$ cat config.mk
export PLATFORM = sky130hd
export DESIGN_NAME = delay_line_reader
export DESIGN_NICKNAME = d
export VERILOG_FILES = /design/src/rtl/delay_pkg.sv /design/src/rtl/shift_add_mul.sv /design/src/rtl/delay_line_reader.sv
export SDC_FILE = /design/constraint.sdc
export NUM_CORES = 1
export LEC_CHECK = 0
export CORE_MARGIN = 2
export CORE_UTILIZATION = 54
export CTS_CLUSTER_DIAMETER = 50
export DETAILED_ROUTE_END_ITERATION = 8
export PLACE_DENSITY = 0.76
export SETUP_SLACK_MARGIN = 0.2
export SYNTH_ARGS = -nofsm -noshare
export SYNTH_HDL_FRONTEND = slang
export SYNTH_SLANG_ARGS = --single-unit
$ cat constraint.sdc
create_clock -name clk -period 9.4 [get_ports clk]
set_input_delay 1.88 -clock clk [delete_from_list [all_inputs] [get_ports clk]]
set_output_delay 1.88 -clock clk [all_outputs]
set_load 0.01 [all_outputs]
$ cat src/rtl/delay_pkg.sv
// rtl/delay_pkg.sv - shared types and constants for the delay-line playback path
package delay_pkg;

  typedef enum logic [2:0] {IDLE, REQ, MUL, ACC, DONE} state_t;

  localparam int Q_FRAC     = 16;
  localparam int MUL_CYCLES = 16;

  function automatic int sat_max(input int w);
    return (1 << (w - 1)) - 1;
  endfunction

  function automatic int sat_min(input int w);
    return -(1 << (w - 1));
  endfunction

endpackage

$ cat src/rtl/shift_add_mul.sv
// rtl/shift_add_mul.sv - sequential unsigned shift-add multiplier, one multiplier bit per cycle
module shift_add_mul
  import delay_pkg::*;
#(
  parameter int A_W = 16,
  parameter int B_W = Q_FRAC
) (
  input  logic           clk,
  input  logic           rst_n,
  input  logic           start,
  input  logic [A_W-1:0] a,
  input  logic [B_W-1:0] b,
  output logic           done,
  output logic [A_W-1:0] p_hi
);

  localparam int P_W   = A_W + B_W;
  localparam int CNT_W = $clog2(MUL_CYCLES);

  logic [P_W-1:0]   r_prod;
  logic [P_W-1:0]   r_mcand;
  logic [B_W-1:0]   r_mplier;
  logic [CNT_W-1:0] r_cnt;
  logic             r_run;

  always_ff @(posedge clk or negedge rst_n) begin
    if (!rst_n) begin
      r_prod   <= '0;
      r_mcand  <= '0;
      r_mplier <= '0;
      r_cnt    <= '0;
      r_run    <= 1'b0;
    end else if (start) begin
      r_prod   <= '0;
      r_mcand  <= P_W'(a);
      r_mplier <= b;
      r_cnt    <= '0;
      r_run    <= 1'b1;
    end else if (r_run) begin
      if (r_mplier[0]) r_prod <= r_prod + r_mcand;
      r_mcand  <= r_mcand << 1;
      r_mplier <= r_mplier >> 1;
      r_cnt    <= r_cnt + CNT_W'(1);
      if (done) r_run <= 1'b0;
    end
  end

  // done marks the final iteration; p_hi is complete on the following cycle
  assign done = r_run && (r_cnt == CNT_W'(MUL_CYCLES - 1));
  assign p_hi = r_prod[B_W +: A_W];

endmodule

$ cat src/rtl/delay_line_reader.sv
// rtl/delay_line_reader.sv - multi-tap delay memory reader with decaying gain and saturating sum
module delay_line_reader
  import delay_pkg::*;
#(
  parameter int ADDR_W   = 16,
  parameter int DATA_W   = 16,
  parameter int MAX_TAPS = 8,
  parameter int ACC_W    = DATA_W + 4
) (
  input  logic              clk,
  input  logic              rst_n,
  input  logic              sample_tick,
  input  logic [ADDR_W-1:0] wr_ptr,
  input  logic [ADDR_W-1:0] delay,
  input  logic [3:0]        taps,
  input  logic [Q_FRAC-1:0] gain,
  output logic              mem_rd_req,
  output logic [ADDR_W-1:0] mem_addr,
  input  logic              mem_ready,
  input  logic [DATA_W-1:0] mem_rdata,
  output logic [DATA_W-1:0] wet_out,
  output logic              wet_valid,
  output logic              busy,
  output logic              overrun
);

  localparam logic signed [ACC_W-1:0] L_SAT_MAX  = ACC_W'(sat_max(DATA_W));
  localparam logic signed [ACC_W-1:0] L_SAT_MIN  = ACC_W'(sat_min(DATA_W));
  localparam logic [3:0]              L_MAX_TAPS = 4'(MAX_TAPS);

  state_t                   r_state, w_next;
  logic [ADDR_W-1:0]        r_addr, r_delay;
  logic [Q_FRAC-1:0]        r_coef;
  logic [3:0]               r_left;
  logic                     r_neg;
  logic signed [ACC_W-1:0]  r_acc;
  logic                     r_mem_rd_req, r_wet_valid, r_busy, r_overrun;
  logic [DATA_W-1:0]        r_wet_out;

  logic                     w_accept, w_mul_done;
  logic [3:0]               w_taps_clamped;
  logic [DATA_W-1:0]        w_mag, w_p_hi, w_sat;
  logic signed [DATA_W-1:0] w_prod;
  logic signed [ACC_W-1:0]  w_prod_ext;

  assign w_accept       = (r_state == REQ) && mem_ready;
  assign w_taps_clamped = (taps > L_MAX_TAPS) ? L_MAX_TAPS : taps;
  // the most negative sample maps to 2^(DATA_W-1), which still fits unsigned
  assign w_mag          = mem_rdata[DATA_W-1] ? (~mem_rdata + DATA_W'(1)) : mem_rdata;
  assign w_prod         = r_neg ? -$signed(w_p_hi) : $signed(w_p_hi);
  assign w_prod_ext     = {{(ACC_W-DATA_W){w_prod[DATA_W-1]}}, w_prod};
  assign w_sat          = (r_acc > L_SAT_MAX) ? L_SAT_MAX[DATA_W-1:0] :
                          (r_acc < L_SAT_MIN) ? L_SAT_MIN[DATA_W-1:0] :
                          r_acc[DATA_W-1:0];

  shift_add_mul #(.A_W(DATA_W), .B_W(Q_FRAC)) u_mul (
    .clk   (clk),
    .rst_n (rst_n),
    .start (w_accept),
    .a     (w_mag),
    .b     (r_coef),
    .done  (w_mul_done),
    .p_hi  (w_p_hi)
  );

  always_ff @(posedge clk or negedge rst_n) begin
    if (!rst_n) r_state <= IDLE;
    else        r_state <= w_next;
  end

  always_comb begin
    w_next = r_state;
    case (r_state)
      IDLE:    if (sample_tick) w_next = (w_taps_clamped == 4'd0) ? DONE : REQ;
      REQ:     if (mem_ready) w_next = MUL;
      MUL:     if (w_mul_done) w_next = ACC;
      ACC:     w_next = (r_left == 4'd1) ? DONE : REQ;
      DONE:    w_next = IDLE;
      default: w_next = IDLE;
    endcase
  end

  always_ff @(posedge clk or negedge rst_n) begin
    if (!rst_n) begin
      r_addr       <= '0;
      r_delay      <= '0;
      r_coef       <= '0;
      r_left       <= '0;
      r_neg        <= 1'b0;
      r_acc        <= '0;
      r_mem_rd_req <= 1'b0;
      r_wet_valid  <= 1'b0;
      r_busy       <= 1'b0;
      r_overrun    <= 1'b0;
      r_wet_out    <= '0;
    end else begin
      // outputs are registered from the next state so they line up with it
      r_mem_rd_req <= (w_next == REQ);
      r_busy       <= (w_next != IDLE);
      r_overrun    <= sample_tick && (r_state != IDLE);
      r_wet_valid  <= (r_state == DONE);
      case (r_state)
        IDLE: if (sample_tick) begin
          r_addr  <= wr_ptr - delay;
          r_delay <= delay;
          r_coef  <= gain;
          r_left  <= w_taps_clamped;
          r_acc   <= '0;
        end
        REQ: if (mem_ready) r_neg <= mem_rdata[DATA_W-1];
        ACC: begin
          r_acc  <= r_acc + w_prod_ext;
          r_addr <= r_addr - r_delay;
          r_coef <= r_coef >> 1;
          r_left <= r_left - 4'd1;
        end
        DONE:    r_wet_out <= w_sat;
        default: ;
      endcase
    end
  end

  assign mem_rd_req = r_mem_rd_req;
  assign mem_addr   = r_addr;
  assign wet_out    = r_wet_out;
  assign wet_valid  = r_wet_valid;
  assign busy       = r_busy;
  assign overrun    = r_overrun;

endmodule

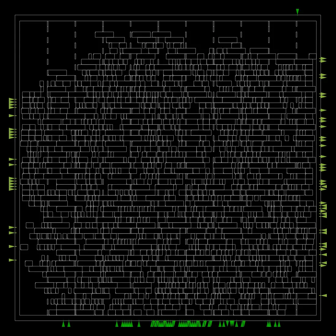
*Placed standard cells*
number of standard-cell rows in the floorplan: 54
fraction of area in registers: 0.330
number of non-filler instances in the completed layout: 1760
fillers: 1882
final core utilization: 0.632

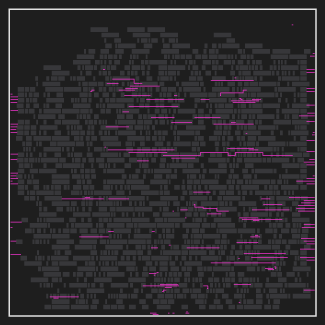
*Signal wires on met3*
Drawn at 2 px/um. Cells faint in the background.
The layer holds 3.8% of the routed length. The longest straight run is 33.1 um. The wires run mostly horizontal. 115 nets have wire on it.

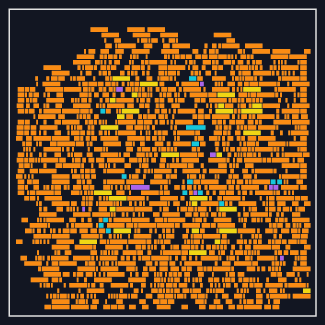
*Cell sizes after repair*
Drawn at 2 px/um.
Key: x6 and larger = yellow [cells 29, share 2.0%]; x2 = purple [cells 9, share 0.61%]; x3 and x4 = cyan [cells 14, share 0.95%]; x1 and smaller = orange [cells 1427, share 96%]
total of plain and repair buffers excluding clock buffers: 115
area growth from synthesis to layout: 15.2%

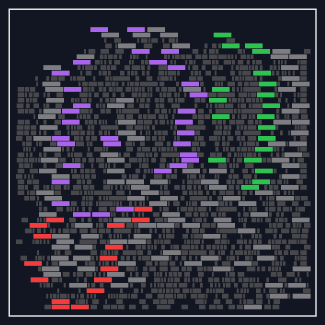
*Sequential cells grouped by signal name*
Drawn at 2 px/um. Other sequential cells in the stronger gray, the rest of the logic in the fainter gray.
Key: u_mul.r_prod = purple [sequential cells 32]; r_coef = red [sequential cells 16, where lower left]; r_acc = green [sequential cells 20]

==> flow_results.org <==
#+TITLE: Implementation results

** Layout
- The sequential cells in the finished layout cover a total of roughly 0.0045 mm^2.
- Leaving out fill and tap cells, the most frequent cell in the layout is sky130_fd_sc_hd__nand2_1.
- Number of nets in the finished design :: roughly 1.6k
- Area taken by multi-input logic gates :: around 0.007 mm^2
- Clock buf/inv share :: 0.0420
- For this run, the script counts the antenna cells in the layout as 1.
- Top class by area :: combinational gates

** Global routing
- Total global-route track usage over all layers is 0.231.
- Entering global routing, the biggest net connects between 100 and 150 pins.
- Routing usage on met3 :: 0.0301
- Met2 Resource Use GR :: 0.387

** Power
- The highest supply drop recorded on VDD is ~0.15 mV.
- Combinational cells consume a total of between 2 and 3 mW.
- Total power :: 4.77 mW
- For this design the static power due to leakage is around 6.5 nW.
- Looking at the group totals, the largest power group turns out to be combinational cells.

** Route
- After detailed routing, the average wire length per cell comes to approximately 15 um.
- M1 wire length :: between 10 and 15 mm
- Count of routing violations after the opening detailed-route iteration :: between 400 and 500

** Min path
- The worst hold path belongs to the class reg2reg.
- Hold analysis lists the worst path endpoint as wet_out[13].

** Worst setup path
- The capture point of the worst register-to-register path is recorded as r_acc[19].
- Timing endpoint of the critical path :: mem_addr[11]
- Largest stage delay on the critical path :: 0.74 ns
- Crit. path cell count :: 12
- The timing report shows the most common cell along the critical path to be sky130_fd_sc_hd__o21ai_0.
- Startpoint of the most critical register-to-register path :: u_mul.r_prod[19]
- The required time at the worst endpoint is listed as about 10 ns.
- Data arrival time of the critical path :: about 5.3 ns
- Looking at the setup timing report, the critical path kind is in2reg.
- Launch point of the critical path :: delay[1]

** Synthesis
- Post-synthesis cell count from yosys :: around 1.4k
- Sequential-to-total area share from yosys stat :: 0.380
- Counting flops with a built-in enable in the synthesized netlist gives 0.
- The netlist uses 64 different library cells.
- Post-Syn Area per Cell :: between 8 and 9 um^2
- During synthesis, Yosys emitted a total of 0 warnings.
- Counting every net in the synthesized netlist gives roughly 1.6k.
- Of the total synthesized cell area, the portion taken by full adders, half adders and majority gates is 0.0980.
- Top-area cell share :: 0.380

** Clocking
- Resized Gates After CTS :: 0
- The number of hold buffers added after CTS was 0.
- The cell sitting at the root of the clock tree is a sky130_fd_sc_hd__clkbuf_16.

** Final timing
- The clock period could shrink to ~5.0 ns.
- The final hold violation count recorded for this run is 0.
- In the finished design, the share of the clock period the worst path needs comes to 0.531.
- Per the final report, max-transition violations number 0.
- Slack of the critical path :: ~4.4 ns

** Placement
- The placed instances occupy a cell area of ~0.013 mm^2.
- Summed over all nets, the half-perimeter wirelength after detailed placement is around 19 mm.
- STA on the placed design reports a worst setup slack of between 4 and 5 ns.

** Floorplan
- In this run the full chip footprint comes out at around 0.023 mm^2.

** Outcome
- Status :: complete, no violations
Power figures rest on the tool's default switching activity, not on a simulated workload.
